$ cat config.mk
export PLATFORM = sky130hd
export DESIGN_NAME = sram_rport_arbiter_flat
export DESIGN_NICKNAME = d
export VERILOG_FILES = /design/src/rtl/sram_rport_arbiter_if.sv /design/src/rtl/sram_rport_arbiter.sv /design/src/flat_wrapper.sv
export SDC_FILE = /design/constraint.sdc
export NUM_CORES = 1
export LEC_CHECK = 0
export ABC_AREA = 1
export CORE_AREA = 2 2 143 145
export DETAILED_ROUTE_END_ITERATION = 10
export DIE_AREA = 0 0 145 147
export GPL_TIMING_DRIVEN = 0
export PLACE_DENSITY = 0.66
export SETUP_SLACK_MARGIN = 0.4
export SYNTH_ARGS = -nofsm -noshare
export SYNTH_HDL_FRONTEND = slang
export SYNTH_SLANG_ARGS = --single-unit
$ cat constraint.sdc
create_clock -name clk -period 1.97 [get_ports clk]
set_input_delay 0.591 -clock clk [delete_from_list [all_inputs] [get_ports clk]]
set_output_delay 0.591 -clock clk [all_outputs]
set_load 0.02 [all_outputs]
$ cat src/rtl/sram_rport_arbiter_if.sv
// Bus bundle between the port-1 read arbiter, its two requesters (WB debug, LA probe)
// and the banked SRAM port-1 pins.
interface sram_rport_arbiter_if #(
   parameter int ADDR_W = 9,
   parameter int BANK_W = 3,
   parameter int NBANKS = 8,
   parameter int DATA_W = 32
);
   // req is a level held until the matching 1-cycle ack; addr must stay stable meanwhile.
   logic                     wb_req;
   logic [BANK_W+ADDR_W-1:0] wb_addr;
   logic                     wb_ack;
   logic [DATA_W-1:0]        wb_rdata;
   logic                     la_req;
   logic [BANK_W+ADDR_W-1:0] la_addr;
   logic                     la_ack;
   logic [DATA_W-1:0]        la_rdata;
   logic [NBANKS-1:0]        ram_csb1;
   logic [ADDR_W-1:0]        ram_addr1;
   logic [NBANKS*DATA_W-1:0] ram_rdata;

   modport slave (
      input  wb_req, wb_addr, la_req, la_addr, ram_rdata,
      output wb_ack, wb_rdata, la_ack, la_rdata, ram_csb1, ram_addr1
   );

   modport master (
      output wb_req, wb_addr, la_req, la_addr, ram_rdata,
      input  wb_ack, wb_rdata, la_ack, la_rdata, ram_csb1, ram_addr1
   );
endinterface

$ cat src/rtl/sram_rport_arbiter.sv
// Round-robin arbiter sharing SRAM read port 1 between WB debug and LA probe, one read at a time.
// Optional macro SRAM_RPORT_COLLISION_EN adds port-0 inputs and stalls ISSUE on a same-word write.
module sram_rport_arbiter #(
   parameter int ADDR_W   = 9,
   parameter int BANK_W   = 3,
   parameter int NBANKS   = 8,
   parameter int DATA_W   = 32,
   parameter int READ_LAT = 1
) (
   input  logic              clk,
   input  logic              rst_n,
   sram_rport_arbiter_if.slave bus,
`ifdef SRAM_RPORT_COLLISION_EN
   input  logic [NBANKS-1:0] ram_csb0,
   input  logic              ram_web0,
   input  logic [ADDR_W-1:0] ram_addr0,
`endif
   output logic [2:0]        dbg_state
);
   localparam int   AW    = BANK_W + ADDR_W;
   localparam int   CNT_W = (READ_LAT > 2) ? $clog2(READ_LAT) : 1;
   localparam logic GNT_WB = 1'b0;
   localparam logic GNT_LA = 1'b1;

   typedef enum logic [2:0] {
      S_IDLE  = 3'd0,
      S_ISSUE = 3'd1,
      S_WAIT  = 3'd2,
      S_CAPT  = 3'd3,
      S_RESP  = 3'd4
   } state_e;

   state_e              state_q, state_d;
   logic                grant_q, grant_d;
   logic                last_grant_q, last_grant_d;
   logic [BANK_W-1:0]   bank_q, bank_d;
   logic [ADDR_W-1:0]   word_q, word_d;
   logic [CNT_W-1:0]    cnt_q, cnt_d;
   logic [NBANKS-1:0]   csb1_q, csb1_d;
   logic [ADDR_W-1:0]   addr1_q, addr1_d;
   logic                wb_ack_q, wb_ack_d;
   logic                la_ack_q, la_ack_d;
   logic [DATA_W-1:0]   wb_rdata_q, wb_rdata_d;
   logic [DATA_W-1:0]   la_rdata_q, la_rdata_d;

   logic                pick_la;
   logic [AW-1:0]       pick_addr;
   logic [NBANKS-1:0]   csb_pick;
   logic [DATA_W-1:0]   rdata_sel;
   logic                stall;

   // Bank decode: a bank >= NBANKS matches no slot, so it strobes nothing and reads back 0.
   always_comb begin
      pick_la   = bus.la_req && (!bus.wb_req || (last_grant_q == GNT_WB));
      pick_addr = pick_la ? bus.la_addr : bus.wb_addr;
      csb_pick  = '1;
      rdata_sel = '0;
      for (int b = 0; b < NBANKS; b++) begin
         if (pick_addr[AW-1 -: BANK_W] == BANK_W'(b)) csb_pick[b] = 1'b0;
         if (bank_q == BANK_W'(b)) rdata_sel = bus.ram_rdata[b*DATA_W +: DATA_W];
      end
   end

`ifdef SRAM_RPORT_COLLISION_EN
   always_comb begin
      stall = 1'b0;
      if ((state_q == S_ISSUE) && !ram_web0 && (ram_addr0 == word_q)) begin
         for (int b = 0; b < NBANKS; b++) begin
            if ((bank_q == BANK_W'(b)) && !ram_csb0[b]) stall = 1'b1;
         end
      end
   end
`else
   assign stall = 1'b0;
`endif

   always_comb begin
      state_d      = state_q;
      grant_d      = grant_q;
      last_grant_d = last_grant_q;
      bank_d       = bank_q;
      word_d       = word_q;
      cnt_d        = cnt_q;
      csb1_d       = csb1_q;
      addr1_d      = addr1_q;
      wb_ack_d     = 1'b0;
      la_ack_d     = 1'b0;
      wb_rdata_d   = wb_rdata_q;
      la_rdata_d   = la_rdata_q;
      case (state_q)
         S_IDLE: begin
            if (bus.wb_req || bus.la_req) begin
               grant_d = pick_la;
               bank_d  = pick_addr[AW-1 -: BANK_W];
               word_d  = pick_addr[ADDR_W-1:0];
               csb1_d  = csb_pick;
               addr1_d = pick_addr[ADDR_W-1:0];
               state_d = S_ISSUE;
            end
         end
         S_ISSUE: begin
            if (!stall) begin
               last_grant_d = grant_q;
               csb1_d       = '1;
               if (READ_LAT == 1) begin
                  state_d = S_CAPT;
               end else begin
                  state_d = S_WAIT;
                  cnt_d   = CNT_W'(READ_LAT - 2);
               end
            end
         end
         S_WAIT: begin
            if (cnt_q == '0) state_d = S_CAPT;
            else             cnt_d   = cnt_q - CNT_W'(1);
         end
         S_CAPT: begin
            state_d = S_RESP;
            if (grant_q == GNT_LA) begin
               la_ack_d   = 1'b1;
               la_rdata_d = rdata_sel;
            end else begin
               wb_ack_d   = 1'b1;
               wb_rdata_d = rdata_sel;
            end
         end
         S_RESP:  state_d = S_IDLE;
         default: state_d = S_IDLE;
      endcase
   end

   always_ff @(posedge clk or negedge rst_n) begin
      if (!rst_n) begin
         state_q      <= S_IDLE;
         grant_q      <= GNT_WB;
         last_grant_q <= GNT_LA;
         bank_q       <= '0;
         word_q       <= '0;
         cnt_q        <= '0;
         csb1_q       <= '1;
         addr1_q      <= '0;
         wb_ack_q     <= 1'b0;
         la_ack_q     <= 1'b0;
         wb_rdata_q   <= '0;
         la_rdata_q   <= '0;
      end else begin
         state_q      <= state_d;
         grant_q      <= grant_d;
         last_grant_q <= last_grant_d;
         bank_q       <= bank_d;
         word_q       <= word_d;
         cnt_q        <= cnt_d;
         csb1_q       <= csb1_d;
         addr1_q      <= addr1_d;
         wb_ack_q     <= wb_ack_d;
         la_ack_q     <= la_ack_d;
         wb_rdata_q   <= wb_rdata_d;
         la_rdata_q   <= la_rdata_d;
      end
   end

   // A colliding port-0 write masks the already-registered strobe for that ISSUE cycle.
   assign bus.ram_csb1  = csb1_q | {NBANKS{stall}};
   assign bus.ram_addr1 = addr1_q;
   assign bus.wb_ack    = wb_ack_q;
   assign bus.la_ack    = la_ack_q;
   assign bus.wb_rdata  = wb_rdata_q;
   assign bus.la_rdata  = la_rdata_q;
   assign dbg_state     = state_q;
endmodule
$ cat src/flat_wrapper.sv
// flat-port wrapper written by rule: the top's interface ports become plain ports
module sram_rport_arbiter_flat 
#(
   parameter int ADDR_W   = 9,
   parameter int BANK_W   = 3,
   parameter int NBANKS   = 8,
   parameter int DATA_W   = 32,
   parameter int READ_LAT = 1
)
  (clk, rst_n, dbg_state, bus_wb_req, bus_wb_addr, bus_la_req, bus_la_addr, bus_ram_rdata, bus_wb_ack, bus_wb_rdata, bus_la_ack, bus_la_rdata, bus_ram_csb1, bus_ram_addr1);
  sram_rport_arbiter_if #(.ADDR_W(ADDR_W), .BANK_W(BANK_W), .NBANKS(NBANKS), .DATA_W(DATA_W)) bus_i ();
  input  logic clk;
  input  logic rst_n;
  output logic [2:0] dbg_state;
  input wire logic [$bits(bus_i.wb_req)-1:0] bus_wb_req;
  input wire logic [$bits(bus_i.wb_addr)-1:0] bus_wb_addr;
  input wire logic [$bits(bus_i.la_req)-1:0] bus_la_req;
  input wire logic [$bits(bus_i.la_addr)-1:0] bus_la_addr;
  input wire logic [$bits(bus_i.ram_rdata)-1:0] bus_ram_rdata;
  output wire logic [$bits(bus_i.wb_ack)-1:0] bus_wb_ack;
  output wire logic [$bits(bus_i.wb_rdata)-1:0] bus_wb_rdata;
  output wire logic [$bits(bus_i.la_ack)-1:0] bus_la_ack;
  output wire logic [$bits(bus_i.la_rdata)-1:0] bus_la_rdata;
  output wire logic [$bits(bus_i.ram_csb1)-1:0] bus_ram_csb1;
  output wire logic [$bits(bus_i.ram_addr1)-1:0] bus_ram_addr1;
  assign bus_i.wb_req = bus_wb_req;
  assign bus_i.wb_addr = bus_wb_addr;
  assign bus_i.la_req = bus_la_req;
  assign bus_i.la_addr = bus_la_addr;
  assign bus_i.ram_rdata = bus_ram_rdata;
  assign bus_wb_ack = bus_i.wb_ack;
  assign bus_wb_rdata = bus_i.wb_rdata;
  assign bus_la_ack = bus_i.la_ack;
  assign bus_la_rdata = bus_i.la_rdata;
  assign bus_ram_csb1 = bus_i.ram_csb1;
  assign bus_ram_addr1 = bus_i.ram_addr1;
  sram_rport_arbiter #(.ADDR_W(ADDR_W), .BANK_W(BANK_W), .NBANKS(NBANKS), .DATA_W(DATA_W), .READ_LAT(READ_LAT)) u_core (.clk(clk), .rst_n(rst_n), .bus(bus_i), .dbg_state(dbg_state));
endmodule
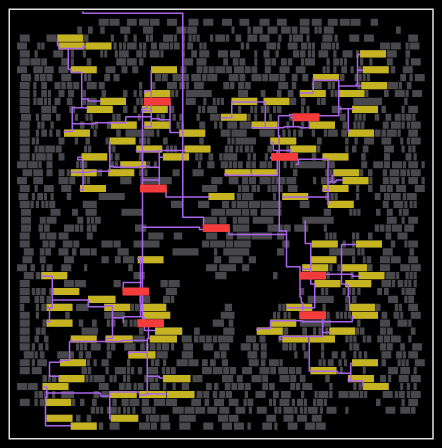
Fig. 1. Clock network drawn from the DEF (run 1).
flip-flops: shown in yellow, count 91. clock wires: shown in purple, length 1300 um. clock drivers: shown in red, count 9.
Position of the flops: widely spread. There are 10 routed clock nets.

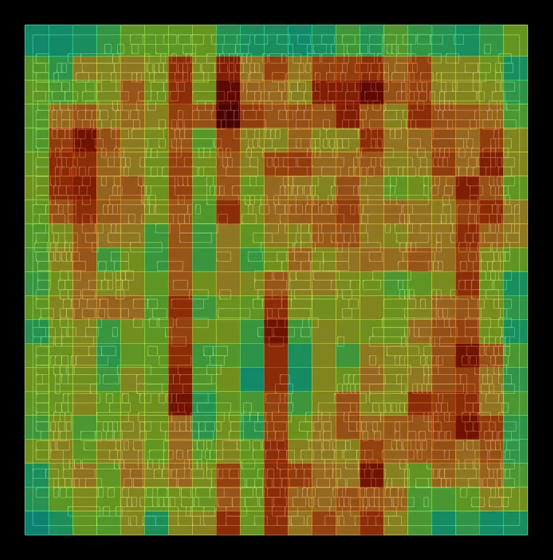
Fig. 2. Congestion heat map (run 1).
Core Util, Final: 54.3%
met3 usage: 6.37%
Total GRT Usage: 28.1%

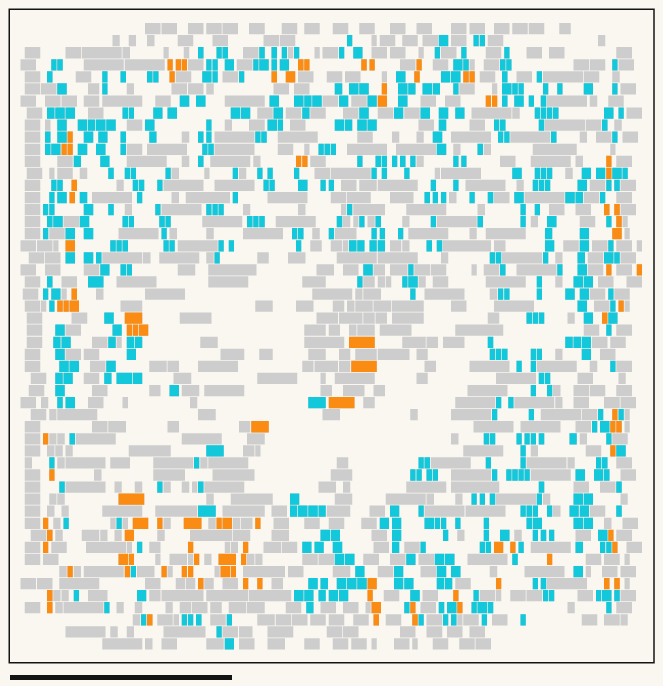
Fig. 3. Selected gate families (run 1).
The bar under the picture is 50 um long.
nand cells: shown in cyan, cells 503, most used nand2_1, where widely spread. nor cells: shown in orange, cells 101, most used nor2_1, where widely spread.

==> reports/results.txt, run 1 <==
Status -> complete, no violations
Family with the most delay on the worst path -> simple AND/OR/NAND/NOR gates
Reg clk slew, reported paths -> 0.07 ns
Post-Synth Adder-Cell Area -> 0%
Final hold vios -> 0
R2r worst-path depth -> 8
Synth flops -> 91
Flop count -> 91
Post-CTS sizing -> 233
Routed WL -> 31.4 mm
Top-area cell share -> 36.2%
Compound Share, Synth -> 3.25%
GR Layer Usage met1 -> 33.7%
Gate Area -> 3070 sq um
Syn avg cell area -> 6.68 sq um
Worst Max-Slew Pin Slew -> 0.444 ns
Leakage -> 0.00501 uW
Fin Setup TNS -> 0 ns
Most frequent cell after synthesis -> nand2_1
Worst R2R Setup Slack -> 0.20 ns
Crit path top cell by count -> nand4_1
Buffer share of cell area -> 42.0%
Seq share, synth -> 40.4%
Switching Fraction -> 48.2%
EDFF count, synth -> 0
CTS Hold Buffers Added -> 0
Ports -> 370
Most frequent logic cell in the layout -> nand2_1
Crit. Startpoint -> u_core.bank_q[0]
H-tree levels -> 3
Core Box Area -> 19800 sq um
Post-synth ARST share -> 100%
RD Place Congestion -> 0.867
F_max -> 565 MHz
NetSw -> 7840 uW
Full die area -> 21300 sq um
Grt total ovfl -> 0
Crit path DRT -> 2.20 ns
Routed vias -> 7831
Drt first pass iters -> 6
Crit share post-route -> 89.9%
Slowest-stage cell, CP -> dfrtp_2
CP bufs+invs -> 2
Final setup vio count -> 0
Post-layout worst setup margin -> 0.199 ns
Die Y-Extent -> 147 um
Iter 0 DRT Violations -> 647
Synthesis area per yosys -> 5660 sq um
Post-synth top cells -> nand2_1 (308), nand4_1 (156), nor2_1 (96)
TritonCTS buffer count -> 9
Logic share of the area -> 28.4%
Detailed placer's ending HPWL -> 23.4 mm
Mapped Cells -> 848
# clock sinks -> 91
Worst hold-check path type -> in2async
Synth warn -> 0
Ys cells -> 848
Global-route wire length before repair -> 45.6 mm
Final nets -> 1551
Comb area leader -> simple AND/OR/NAND/NOR gates
Max incr delay on CP -> 0.50 ns
Sequential share of power -> 20.5%
Hold Slack -> 0.177 ns
Combinational share of power -> 66.4%
Non-clk invs -> 50
Levels on crit path -> 8
Int Pwr -> 8430 uW
Synth area leader -> dfrtp_1
OpenROAD warnings -> 28
CTS root buffer -> clkbuf_16
Diode count -> 1
Initial antenna violation count -> 1
Tap cells -> 270
Unrepaired setup endpoints after global routing -> true
Final slew viol count -> 0
Most Crowded Layer GR -> met2
Clk cell area share -> 3.32%
Slew margin rel. -> 70.4%
Placed Area -> 9720 sq um
Crit path kind -> reg2reg
M1 WL -> 12.6 mm
Clock buf count -> 11
Fin crit period -> 1.77 ns
Synth mux share -> 0%
Simple share -> 48.4%
Fin area -> 10800 sq um
Routed met2 length -> 15.5 mm
Synth area leaders -> dfrtp_1 (36%), nand2_1 (20%), nand4_1 (17%), nor2_1 (6.4%), dfstp_2 (4.2%)
Top Consumer -> combinational cells
Placement-stage worst setup slack -> -0.385 ns
P_seq -> 3340 uW
Most frequent cells in the layout -> nand2_1 (303), clkdlybuf4s50_1 (280), nand4_1 (156)
Worst setup EP type -> flop
CTS max path bufs -> 2
Routed len/inst -> 20.4 um
CTS tree -> done
Pwr Density -> 1510 nW/um^2
Skew final -> 0.0106 ns
Drc violations -> 0
Post-Syn Area -> 5660 sq um
Clock Latency Late Sink -> 0.35 ns
Synth cell types -> 17
Fp_density -> 28.5%
# fillers -> 1960
Reg2reg start -> u_core.bank_q[0]
Top Layer Used -> met4
Crit-path max FO -> 5
Buffers outside the clock class -> 474
Met3 wire len -> 2.55 mm
Max VDD drop -> 0.000791 V
Placed insts -> 1488
Via/cell ratio -> 5.08
Power, Total -> 16300 uW
R2R Path End -> u_core.bus.la_rdata[1]
Finished Layout Cells -> 1543
CP Capture Point -> u_core.bus.la_rdata[1]
Critical Path AT -> 2.00 ns
Top class by area -> non-clock buffers
Layout cells sized above 1 -> 20.0%
# rows -> 52
Post-CTS Setup Repair Bufs -> 15
==> inputs of run 2 (changes only) <==
Settings changed: SLEW_MARGIN set to 10.
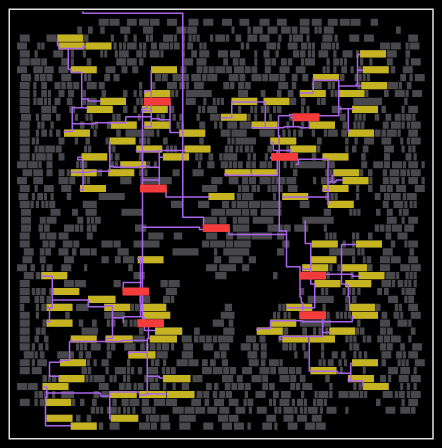
Fig. 4. Clock network drawn from the DEF (run 2).
clock drivers: shown in red, count 9. clock wires: shown in purple, length 1300 um. flip-flops: shown in yellow, count 91.
There are 10 routed clock nets.

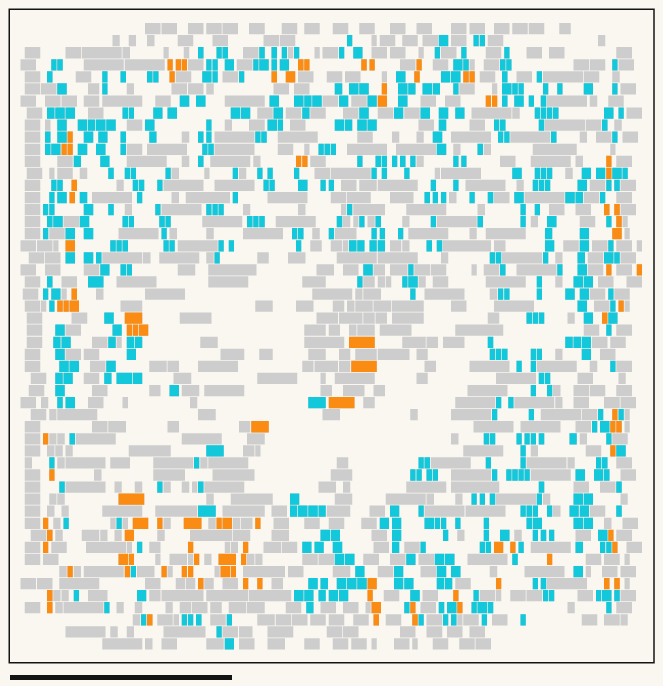
Fig. 5. Selected gate families (run 2).
The bar under the picture is 50 um long.
nand cells: shown in cyan, cells 503, most used nand2_1, where widely spread. nor cells: shown in orange, cells 101, most used nor2_1, where widely spread.

==> reports/results.txt, run 2 <==
Via/cell ratio -> 5.08 (unchanged)
Placed Area -> 9720 sq um (unchanged)
Post-Synth Adder-Cell Area -> 0% (unchanged)
Fin Setup TNS -> 0 ns (unchanged)
Reg clk slew, reported paths -> 0.07 ns (about the same)
Power, Total -> 16300 uW (unchanged)
Routed met2 length -> 15.5 mm (unchanged)
Ports -> 370 (unchanged)
Routed len/inst -> 20.4 um (unchanged)
Reg2reg start -> u_core.bank_q[0]
CP Capture Point -> u_core.bus.la_rdata[1]
Max incr delay on CP -> 0.50 ns (about the same)
Fp_density -> 28.5% (unchanged)
Crit path DRT -> 2.20 ns (about the same)
GR Layer Usage met1 -> 33.7% (unchanged)
Synthesis area per yosys -> 5660 sq um (unchanged)
Synth mux share -> 0% (unchanged)
# fillers -> 1960 (unchanged)
Core Box Area -> 19800 sq um (unchanged)
Post-CTS sizing -> 233 (unchanged)
R2R Path End -> u_core.bus.la_rdata[1]
CTS max path bufs -> 2 (unchanged)
Slowest-stage cell, CP -> dfrtp_2
Combinational share of power -> 66.4% (about the same)
Synth cell types -> 17 (unchanged)
Placed insts -> 1488 (unchanged)
Drt first pass iters -> 6 (unchanged)
Top Layer Used -> met4
Global-route wire length before repair -> 45.6 mm (unchanged)
Max VDD drop -> 0.000791 V (unchanged)
Total GRT Usage -> 28.1% (unchanged)
Comb area leader -> simple AND/OR/NAND/NOR gates
Final setup vio count -> 0 (unchanged)
Placement-stage worst setup slack -> -0.385 ns (unchanged)
Levels on crit path -> 8 (unchanged)
Post-synth top cells -> nand2_1 (308), nand4_1 (156), nor2_1 (96)
NetSw -> 7840 uW (unchanged)
Crit-path max FO -> 5 (unchanged)
Initial antenna violation count -> 1 (unchanged)
F_max -> 565 MHz (unchanged)
Drc violations -> 0 (unchanged)
Crit path top cell by count -> nand4_1
Seq share, synth -> 40.4% (unchanged)
Most frequent cells in the layout -> nand2_1 (303), clkdlybuf4s50_1 (280), nand4_1 (156)
Top Consumer -> combinational cells
Layout cells sized above 1 -> 20.0% (unchanged)
Pwr Density -> 1510 nW/um^2 (unchanged)
Post-layout worst setup margin -> 0.199 ns (unchanged)
Most Crowded Layer GR -> met2
Port Buf Inserts -> 369
Routed WL -> 31.4 mm (unchanged)
Status -> complete, no violations
Gate Area -> 3070 sq um (unchanged)
Clock buf count -> 11 (unchanged)
Switching Fraction -> 48.2% (unchanged)
Post-synth ARST share -> 100% (unchanged)
Synth flops -> 91 (unchanged)
Top-area cell share -> 36.2% (unchanged)
Clock Latency Late Sink -> 0.35 ns (about the same)
Clk cell area share -> 3.32% (unchanged)
Fin crit period -> 1.77 ns (unchanged)
Int Pwr -> 8430 uW (unchanged)
Top class by area -> non-clock buffers
Worst hold-check path type -> in2async
RD Place Congestion -> 0.867 (unchanged)
Mapped Cells -> 848 (unchanged)
Simple share -> 48.4% (unchanged)
Final slew viol count -> 0 (unchanged)
CTS Hold Buffers Added -> 0 (unchanged)
OpenROAD warnings -> 28 (unchanged)
Skew final -> 0.0106 ns (unchanged)
Worst Max-Slew Pin Slew -> 0.444 ns (unchanged)
Hold Slack -> 0.177 ns (unchanged)
Detailed placer's ending HPWL -> 23.4 mm (unchanged)
Syn avg cell area -> 6.68 sq um (unchanged)
Post-Syn Area -> 5660 sq um (unchanged)
Non-clk invs -> 50 (unchanged)
Diode count -> 1 (unchanged)
Family with the most delay on the worst path -> simple AND/OR/NAND/NOR gates
R2r worst-path depth -> 8 (unchanged)
CP bufs+invs -> 2 (unchanged)
Core Util, Final -> 54.3% (unchanged)
Iter 0 DRT Violations -> 647 (unchanged)
P_seq -> 3340 uW (about the same)
Ys cells -> 848 (unchanged)
Final nets -> 1551 (unchanged)
Sequential share of power -> 20.5% (about the same)
CTS root buffer -> clkbuf_16
Synth area leader -> dfrtp_1
Met3 usage -> 6.37% (unchanged)
Logic share of the area -> 28.4% (unchanged)
M1 WL -> 12.6 mm (unchanged)
Crit share post-route -> 89.9% (unchanged)
Unrepaired setup endpoints after global routing -> true
Critical Path AT -> 2.00 ns (about the same)
Finished Layout Cells -> 1543 (unchanged)
Routed vias -> 7831 (unchanged)
Met3 wire len -> 2.55 mm (unchanged)
Tap cells -> 270 (unchanged)
Die Y-Extent -> 147 um (unchanged)
Post-CTS Setup Repair Bufs -> 15 (unchanged)
# rows -> 52 (unchanged)
Synth warn -> 0 (unchanged)
EDFF count, synth -> 0 (unchanged)
H-tree levels -> 3 (unchanged)
Crit path kind -> reg2reg
Fin area -> 10800 sq um (unchanged)
# clock sinks -> 91 (unchanged)
Slew margin rel. -> 70.4% (unchanged)
Flop count -> 91 (unchanged)
==> inputs of run 3 (changes only) <==
Settings changed: ABC_AREA 1 to unset, CORE_AREA 2 2 143 145 to 2 2 144 146, DIE_AREA 0 0 145 147 to 0 0 146 148, PLACE_DENSITY 0.66 to 0.7.
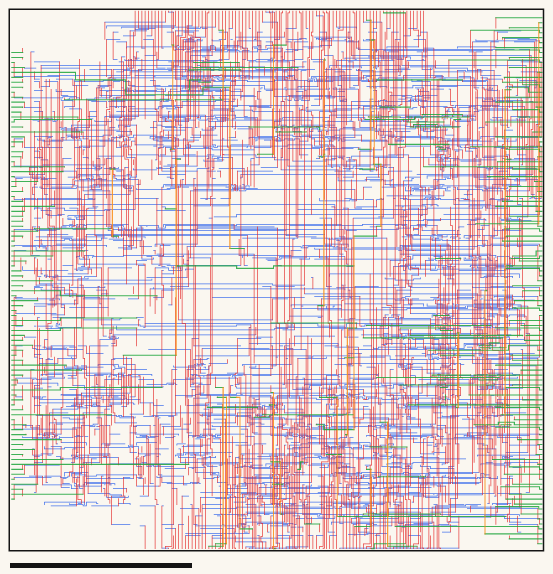
Fig. 6. Routed metal, one colour a layer (run 3).
The bar under the picture is 50 um long.
metal 1: shown in blue, wire length 13400 um. metal 4: shown in orange, wire length 925 um. metal 2: shown in red, wire length 16100 um. metal 3: shown in green, wire length 2590 um.
routed vias: 7754
routed len/inst: 23.1 um

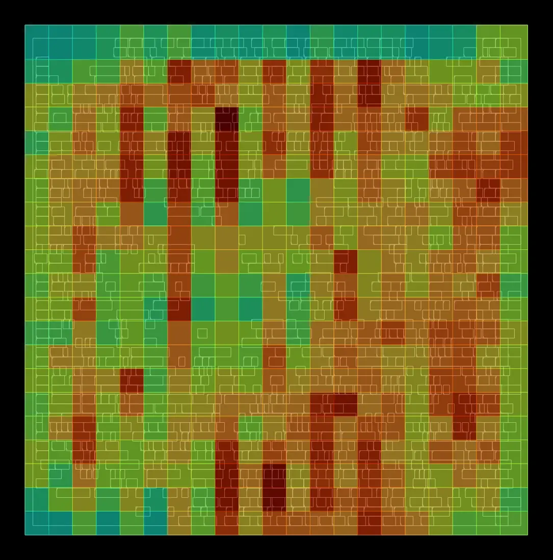
Fig. 7. Congestion heat map (run 3).
met2 Resource Use GR: 51.3%
Most Crowded Layer GR: met2
Total GRT Usage: 29.7%
Core Util, Final: 59.1%

==> reports/results.txt, run 3 <==
Levels on crit path -> 7 (-1)
Post-Syn Area -> 6480 sq um (+14%)
Placed Area -> 10600 sq um (+8.6%)
CP bufs+invs -> 3 (+1)
Comb area leader -> AND-OR/OR-AND gates
Top Layer Used -> met4
Crit-path max FO -> 10 (+5)
Fp_density -> 32.3% (+3.8 points)
Flop count -> 91 (unchanged)
Layout cells sized above 1 -> 25.9% (+5.9 points)
Most frequent cells in the layout -> clkdlybuf4s50_1 (280), buf_2 (84), dfrtp_1 (78)
Met3 wire len -> 2.59 mm (+1.3%)
Top Consumer -> combinational cells
Drt first pass iters -> 4 (-2)
Clock share of power -> 11.4%
R2R Path End -> u_core.bus.wb_rdata[19]
Slew margin rel. -> 57.4% (-13 points)
Non-clk invs -> 33 (-34%)
Logic share of the area -> 37.4% (+8.9 points)
CTS max path bufs -> 2 (unchanged)
Mapped Cells -> 748 (-12%)
P_seq -> 3130 uW (-6.3%)
Finished Layout Cells -> 1424 (-7.7%)
Top class by area -> combinational gates
Port Buf Inserts -> 369 (unchanged)
GR Layer Usage met1 -> 36.3% (+2.6 points)
Diode count -> 1 (unchanged)
CP Capture Point -> u_core.bus.wb_rdata[19]
Detailed placer's ending HPWL -> 24.1 mm (+3.2%)
Fin Setup TNS -> 0 ns (unchanged)
Post-CTS Setup Repair Bufs -> 14 (-1)
M1 WL -> 13.4 mm (+6.3%)
Final setup vio count -> 0 (unchanged)
Global-route wire length before repair -> 48.7 mm (+6.8%)
Max incr delay on CP -> 0.37 ns (-0.13 ns)
Final nets -> 1432 (-7.7%)
Post-Synth Adder-Cell Area -> 0% (unchanged)
Placement-stage worst setup slack -> -0.389 ns (-0.00435 ns)
Pwr Density -> 1460 nW/um^2 (-3.0%)
Worst hold-check path type -> in2async
F_max -> 579 MHz (+2.5%)
Via/cell ratio -> 5.45 (+7.3%)
Slowest-stage cell, CP -> dfrtp_1
Gate Area -> 4430 sq um (+44%)
Fin area -> 11800 sq um (+9.9%)
Post-synth top cells -> dfrtp_1 (82), nand2_1 (76), mux2i_1 (73)
Synth warn -> 0 (unchanged)
Post-layout worst setup margin -> 0.241 ns (+0.0424 ns)
Synth area leader -> dfrtp_1
Fin crit period -> 1.73 ns (-0.0424 ns)
Syn avg cell area -> 8.66 sq um (+30%)
Drc violations -> 0 (unchanged)
EDFF count, synth -> 0 (unchanged)
# clock sinks -> 91 (unchanged)
Synth flops -> 91 (unchanged)
Routed WL -> 33.0 mm (+4.9%)
Simple share -> 15.4% (-33 points)
Routed met2 length -> 16.1 mm (+3.6%)
Die Y-Extent -> 148 um (+0.68%)
Hold Slack -> 0.241 ns (+0.0647 ns)
H-tree levels -> 3 (unchanged)
Crit path kind -> reg2reg
Synth mux share -> 12.5% (+13 points)
Seq share, synth -> 35.3% (-5.1 points)
Ys cells -> 748 (-12%)
Iter 0 DRT Violations -> 429 (-34%)
Power, Total -> 17300 uW (+6.6%)
Sequential share of power -> 18.0% (-2.5 points)
Synthesis area per yosys -> 6480 sq um (+14%)
Crit path DRT -> 2.21 ns (about the same)
Int Pwr -> 9040 uW (+7.3%)
# fillers -> 1817 (-7.3%)
Post-synth ARST share -> 100% (unchanged)
Initial antenna violation count -> 1 (unchanged)
Family with the most delay on the worst path -> AND-OR/OR-AND gates
NetSw -> 8300 uW (+5.8%)
Max VDD drop -> 0.000661 V (-16%)
CTS Hold Buffers Added -> 0 (unchanged)
R2r worst-path depth -> 7 (-1)
Clock Latency Late Sink -> 0.36 ns (about the same)
# rows -> 52 (unchanged)
Clock buf count -> 9 (-2)
OpenROAD warnings -> 29 (+3.6%)
Worst Max-Slew Pin Slew -> 0.639 ns (+0.196 ns)
Combinational share of power -> 70.5% (+4.1 points)
Reg2reg start -> u_core.bank_q[0]
Reg clk slew, reported paths -> 0.07 ns (about the same)
Setup crit start kind -> flop
Synth cell types -> 43 (+26)
Status -> complete, no violations
Crit path top cell by count -> buf_12
Top-area cell share -> 31.7% (-4.6 points)
Power figures rest on the tool's default switching activity, not on a simulated workload.
